Run 1, congestion heat map:
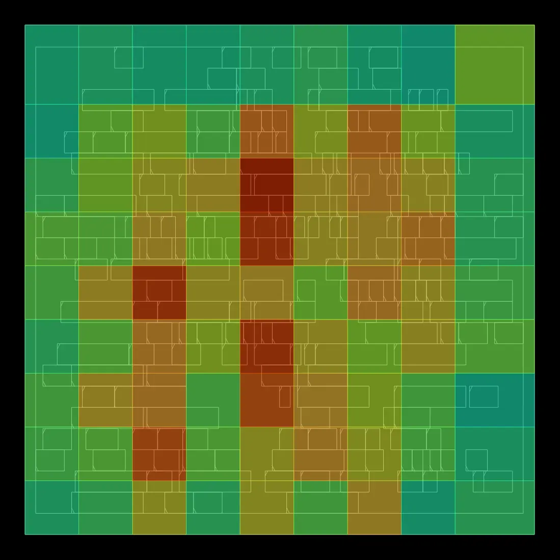
Run 1, where the registers sit:
Other sequential cells in the stronger grey, the rest of the logic in the fainter grey.
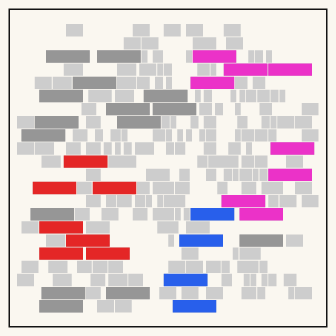
Run 1, close-up of the layout:
Window x 37 to 62, y 4 to 29 um. Cells in grey, sequential cells in the stronger grey; small squares are vias.
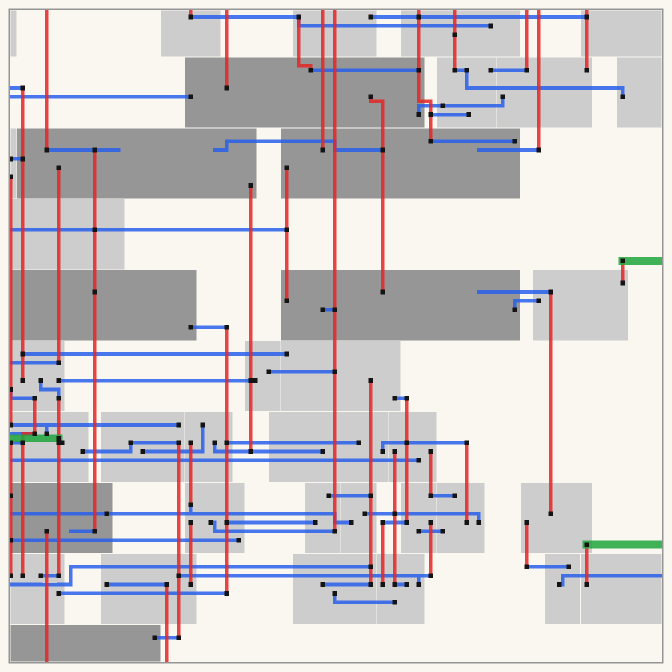
Design seq_detect_prog, sky130hd; sources not shown.
==> job_summary.md, run 1 <==
## Synthesis and layout report

| Metric | Value |
|---|---|
| Top cells, area | `dfrtp_1 (47%), mux2_2 (6.9%), ha_1 (4.8%)` |
| Met3 GRT Util | `0.05208` |
| Reg clk slew, reported paths | `around 60 ps` |
| Setup CP Type | `reg -> reg` |
| Ant diodes | `0` |
| Slowest stage cell, crit path | `a2111oi_0` |
| Floorplan net count | `approximately 200` |
| Number of port buffers | `29` |
| Final hold vios | `0` |
| GRT Total Usage | `0.1981` |
| Number of core rows | `22` |
| Largest net degree at the start of global routing | `35` |
| Max Fclk | `~340 MHz` |
| Routed len/inst | `about 14 um` |
| Synthesized area per cell | `10.64 sq um` |
| Initial antenna violation count | `0` |
| First-pass GRT wire length | `approximately 6200 um` |
| Post-Place Worst Slack | `3483 ps` |
| Top-count cell post-synth | `dfrtp_1` |
| Leakage | `0.9494 nW` |
| CTS tree | `built` |
| MUX area fraction | `0.06851` |
| Max Cap Violations | `0` |
| Cell Type Count | `~42` |
| GR Util met1 | `0.2408` |
| Dominant cell type by area after synthesis | `dfrtp_1` |
| H-tree depth | `2` |
| Cells after synthesis | `170` |
| Routed met3 length | `149 um` |
| Placed insts | `242` |
| Top area contributor share | `0.4706` |
| Chip area | `4275 sq um` |
| Setup ws final | `~3500 ps` |
| Die X | `between 60 and 70 um` |
| Result of the run | `complete, no violations` |
| CP max stage delay | `450 ps` |
| Hold buffer count at CTS | `0` |
| OpenROAD warning count | `27` |
| Clk latency late pin | `between 200 and 300 ps` |
| HPWL after DPL | `between 2000 and 3000 um` |
| Clock Tree Buf Depth | `2` |
| Main kind of combinational logic by area | `AND-OR/OR-AND gates` |
| Die Span Y | `roughly 65 um` |
| Global route total overflow | `0` |
| Met1 Wirelength | `1575 um` |
| Fraction of layout cells with a size suffix above 1 | `0.1095` |
| Yosys aoi share | `0.1737` |
| Final ANT Viol Nets | `0` |
| Post-synthesis cell area | `around 1800 sq um` |
| Vias per cell | `about 5.5` |
| Async S/R FF share, synth | `1.000` |
| Routed via count | `between 1000 and 1500` |
| Worst hold margin | `about 500 ps` |
| Worst setup SP type | `flip-flop` |
| Final Cycle Share | `0.4582` |
| Non-Filler Instances | `249` |
| Hold depth | `1` |
| Total setup buffers inserted after CTS | `0` |
| 1st-pass router iterations | `5` |
| Top cells by count | `dfrtp_1 (34), nand2_1 (13), inv_1 (12), mux2_2 (11), nand3_1 (8)` |
| Required time worst endpoint | `6570 ps` |
| R2r setup slk | `~3500 ps` |
| Met2 routed WL | `about 1700 um` |
| Worst R2R Path Depth | `12` |
| Post-synth seq share | `0.4706` |
| CP arrival | `3110 ps` |
| Min Tclk post-route | `2933 ps` |
| Class of the worst hold path | `reg -> reg` |
| Number of enable flip-flop cells | `0` |
| Fp util | `0.4830` |
| CP Max Fanout | `4` |
| Vias in the first global route | `about 1300` |
| Slew headroom | `0.4136` |
| Adder Share, Synth | `0.04844` |
| Remaining DRCs | `0` |
| Yosys stat cell total | `between 150 and 200` |
| Core Region | `between 3000 and 4000 sq um` |
| Worst-Margin Slew | `around 880 ps` |
-- 'congestion heat map' (at the start) --
met2 Use GR: 0.3312
Layout Utilization: 0.5906

-- 'where the registers sit' (at the start) --
| colour | netlist name | placed flops |
|---|---|---|
| blue | fill | 4 |
| magenta | match_count | 8 |
| red | history | 7 |
sequential cell area: 850.8 sq um
Seq area share: 0.3848
sequential power: 0.000252 W

-- 'close-up of the layout' (at the start) --
| colour | layer |
|---|---|
| green | M3 |
| red | M2 |
| blue | M1 |
cells with their middle in the window: 34
sequential cells in the window: 6
most frequent: dfrtp_1 (6), clkdlybuf4s50_1 (5), inv_1 (4)

run 1: worst max-delay path, delay by kind of cell (launching register included):
kind / cells / cell delay [ps]
flops: 1 / 410
fa+ha+maj: 2 / 450
xor+xnor: 1 / 250
simple gates: 4 / 750
buf+inv: 2 / 180
compound gates: 3 / 780
run 1: logic make-up after synthesis:
family                     count (synthesis)
and+or+nand+nor                           49
xor gates and xnor gates                  10
adders and majority gates                  7
DFF                                       34
buffers and inverters                     18
AOI/OAI and AO/OA                         41
muxes                                     11
run 1: placed cells by master (no fill, tap or decap), types with 2 or more instances in the layout:
cell type,count
a22o_1,7
nor2_1,7
and3_1,2
o21ai_0,6
mux2_2,11
dfrtp_1,34
a21oi_1,5
a32o_1,4
nand3_1,8
nor2b_1,2
clkbuf_1,2
nand4_1,2
or4_1,4
nand2b_1,2
xnor2_1,7
or3_1,2
clkbuf_8,5
ha_1,7
xor2_1,3
clkdlybuf4s50_1,29
o21a_1,3
o211ai_1,5
inv_1,12
nand2_1,13
run 1: where the power goes:
part / total, W / switching [W] / internal (W)
logic: 0.0000910 / 0.0000411 / 0.0000500
registers: 0.000252 / 0.0000200 / 0.000232
clock network: 0.000145 / 0.0000706 / 0.0000748
total: 0.000489 / 0.000132 / 0.000357
run 1: stage by stage:
stage          cell area, sq um  total power (W)
6_report                   2211        0.0004889
5_1_grt                    2211        0.0005193
4_1_cts                    2211        0.0004948
3_5_place_dp               2135        0.0003474
3_3_place_gp               2135        0.0003453
2_1_floorplan              1808        0.0003190
run 1: cell type report:
| class | instances | area, sq um |
|---|---|---|
| repair buffers | 30 | 297.8 |
| multi-input cells | 118 | 880.8 |
| fillers | 338 | 1533 |
| inverters | 12 | 45.04 |
| well taps | 48 | 60.06 |
| flip-flops and latches | 34 | 850.8 |
| clock buffers | 7 | 76.32 |
Run 1, wiring by layer:
Two of the layers only.
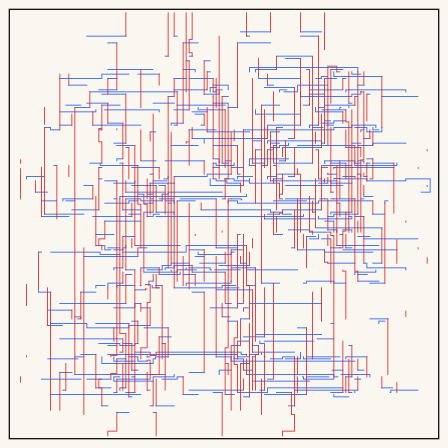

## Run 2: what changed since run 1
--- a/config.mk
+++ b/config.mk
@@ -5,7 +5,7 @@
 export SDC_FILE = /design/constraint.sdc
 export NUM_CORES = 1
 export LEC_CHECK = 0
-export ABC_CLOCK_PERIOD_IN_PS = 6400
+export ABC_CLOCK_PERIOD_IN_PS = 2900
 export CAP_MARGIN = 20
 export CORE_MARGIN = 1
 export CORE_UTILIZATION = 45
==> constraint.sdc (replaced) <==
create_clock -name clk -period 2.9 [get_ports clk]
set_input_delay 0.29 -clock clk [delete_from_list [all_inputs] [get_ports clk]]
set_output_delay 0.29 -clock clk [all_outputs]
set_load 0.02 [all_outputs]
Run 2, wiring by layer:
Two of the layers only.
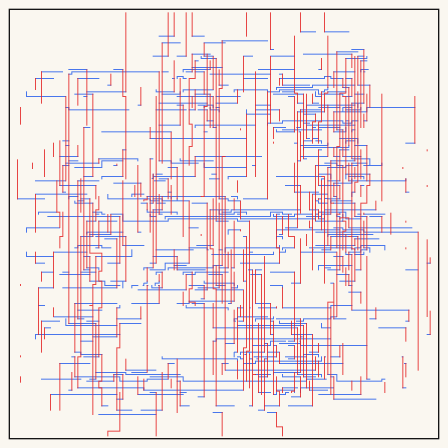
| colour | layer | wire length |
|---|---|---|
| blue | M1 | 1680 um |
| red | M2 | 2000 um |
GRT Total Usage: 0.2063
final WL: 3858 um
routed via count: 1450
routed len/inst: 15.31 um

==> job_summary.md, run 2 <==
## Synthesis and layout report

| Metric | Value |
|---|---|
| 1st-pass router iterations | `4 (-1)` |
| Class of the worst hold path | `in -> async` |
| Die Span Y | `65.39 um (unchanged)` |
| Most frequent logic cell in the layout | `dfrtp_1` |
| Worst setup SP type | `flip-flop` |
| Top area contributor share | `0.4706 (unchanged)` |
| Worst Path Buf+Inv | `1 (-1)` |
| Max Fclk | `367.2 MHz (+7.7%)` |
| Reg clk slew, reported paths | `70 ps (about the same)` |
| Setup CP Type | `reg -> reg` |
| CP arrival | `2940 ps (-170 ps)` |
| Number of core rows | `22 (unchanged)` |
| Remaining DRCs | `0 (unchanged)` |
| R2r setup slk | `180 ps (-3290 ps)` |
| Number of port buffers | `29 (unchanged)` |
| Final hold vios | `0 (unchanged)` |
| Setup ws final | `176.4 ps (-3291 ps)` |
| Final ANT Viol Nets | `0 (unchanged)` |
| Top Layout Cells | `dfrtp_1 (34), clkdlybuf4s50_1 (29), nand2_1 (13)` |
| HPWL after DPL | `2830 um (+9.1%)` |
| CP Depth | `10 (-2)` |
| Required time worst endpoint | `3120 ps (-3450 ps)` |
| Result of the run | `complete, no violations` |
| Fp util | `0.4830 (unchanged)` |
| Clock Tree Buf Depth | `2 (unchanged)` |
| Vias per cell | `5.754 (+3.8%)` |
| Clk latency late pin | `280 ps (about the same)` |
| Top-count cell post-synth | `dfrtp_1` |
| Crit end category | `flip-flop` |
| CP Max Fanout | `10 (+6)` |
| Worst R2R Path Depth | `10 (-2)` |
| Synthesized area per cell | `10.64 sq um (unchanged)` |
| Synthesized registers | `34` |
| Floorplan net count | `196 (unchanged)` |
| Io pins | `30` |
| Drt first-iter violations | `between 100 and 150` |
| Top cells, area | `dfrtp_1 (47%), mux2_2 (6.9%), ha_1 (4.8%)` |
| Worst-Margin Slew | `978.0 ps (+98.41 ps)` |
| H-tree depth | `2 (unchanged)` |
| Post-Place Worst Slack | `163.8 ps (-3319 ps)` |
| Chip area | `4275 sq um (unchanged)` |
| Cell Type Count | `42 (unchanged)` |
| Ant diodes | `0 (unchanged)` |
| Vias in the first global route | `1420 (+8.5%)` |
| CTS tree | `built` |
| Critical path's top delay family | `simple AND/OR/NAND/NOR gates` |
| Clk sinks | `34` |
| Cells after synthesis | `170 (unchanged)` |
| Number of enable flip-flop cells | `0 (unchanged)` |
| Top cells by count | `dfrtp_1 (34), nand2_1 (13), inv_1 (12), mux2_2 (11), nand3_1 (8)` |
| Syn-to-layout area delta | `24.15%` |
| Synth Flop Type | `dfrtp_1` |
| Fraction of layout cells with a size suffix above 1 | `0.1373 (+0.02780)` |
| CP max stage delay | `520 ps (+70 ps)` |
| Routability cong. | `approximately 0.85` |
| Slew headroom | `0.3480 (-0.06561)` |
| Final Cycle Share | `0.9392 (+0.4809)` |
| First-pass GRT wire length | `6555 um (+5.3%)` |
| Leakage | `0.9677 nW (+1.9%)` |
| Initial antenna violation count | `0 (unchanged)` |
| OpenROAD warning count | `27 (unchanged)` |
| Min Tclk post-route | `2724 ps (-209.2 ps)` |
| Pwr dens | `487.1 nW/um^2` |
| Max Cap Violations | `0 (unchanged)` |
| Async S/R FF share, synth | `1.000 (unchanged)` |
| Layout Utilization | `0.5996 (+0.009024)` |
| Largest net degree at the start of global routing | `19 (-46%)` |
| Power, Total | `0.001093 W (+120%)` |
| Dominant cell type by area after synthesis | `dfrtp_1` |
| Core Region | `3744 sq um (unchanged)` |
| Yosys Chip Area | `between 1500 and 2000 sq um` |
| Clk root buf | `clkbuf_8` |
| Yosys stat cell total | `170 (unchanged)` |
| Post-synth seq share | `0.4706 (unchanged)` |
| Global route total overflow | `0 (unchanged)` |
| Slowest stage cell, crit path | `or4_1` |
| Post-synthesis cell area | `1808 sq um (unchanged)` |
| Die X | `65.39 um (unchanged)` |
## run 2: cell counts after synthesis
Identical to the previous run, type by type.
## run 2: power by group
group	leakage, nW	internal [W]	switching [W]
Sequential	0.443	0.000513	0.0000440
Combinational	0.486	0.000119	0.0000947
Clock	0.0383	0.000165	0.000158
## run 2: layer usage
metal / vias up / track usage / wire length, um
met5: - / 0 / 0
met4: 0 / 0.07337 / 51
met3: 6 / 0.06076 / 131
met2: 28 / 0.3570 / 1999
met1: 732 / 0.2405 / 1675
li1: 684 / - / -
## run 2: layout make-up
| cell class | count | area (sq um) |
|---|---|---|
| Timing Repair Buffer | 33 | 320.3 |
| Clock buffer | 7 | 76.32 |
| Tap cell | 48 | 60.06 |
| Multi-Input combinational cell | 118 | 892.1 |
| Fill cell | 345 | 1499 |
| Sequential cell | 34 | 850.8 |
| Inverter | 12 | 45.04 |
## run 2: metrics by stage
stage          cell area, sq um  cells  hold slack, ps
6_report                   2245    252           401.4
2_1_floorplan              1808    170           386.3
4_1_cts                    2218    250           429.3
3_5_place_dp               2142    243           472.0
5_1_grt                    2245    252           462.5
3_3_place_gp               2142    243           466.7
## run 2: cells by family (layout without fill, tap and decap cells)
kind of cell,after synthesis,after routing,share of synthesized area
buffers and inverters,18,52,0.04221
and+or+nand+nor,49,49,0.1481
DFF,34,34,0.4706
AOI/OAI and AO/OA,41,41,0.1737
muxes,11,11,0.06851
xor gates and xnor gates,10,10,0.04845
adders and majority gates,7,7,0.04844
## run 2: what timing repair did
item / 4_1_cts / 5_1_grt
setup endpoints to repair: 0 / 5
hold buffers: 0 / 0
gates resized: 0 / 4
setup buffers: 0 / 2
Power figures rest on the tool's default switching activity, not on a simulated workload.
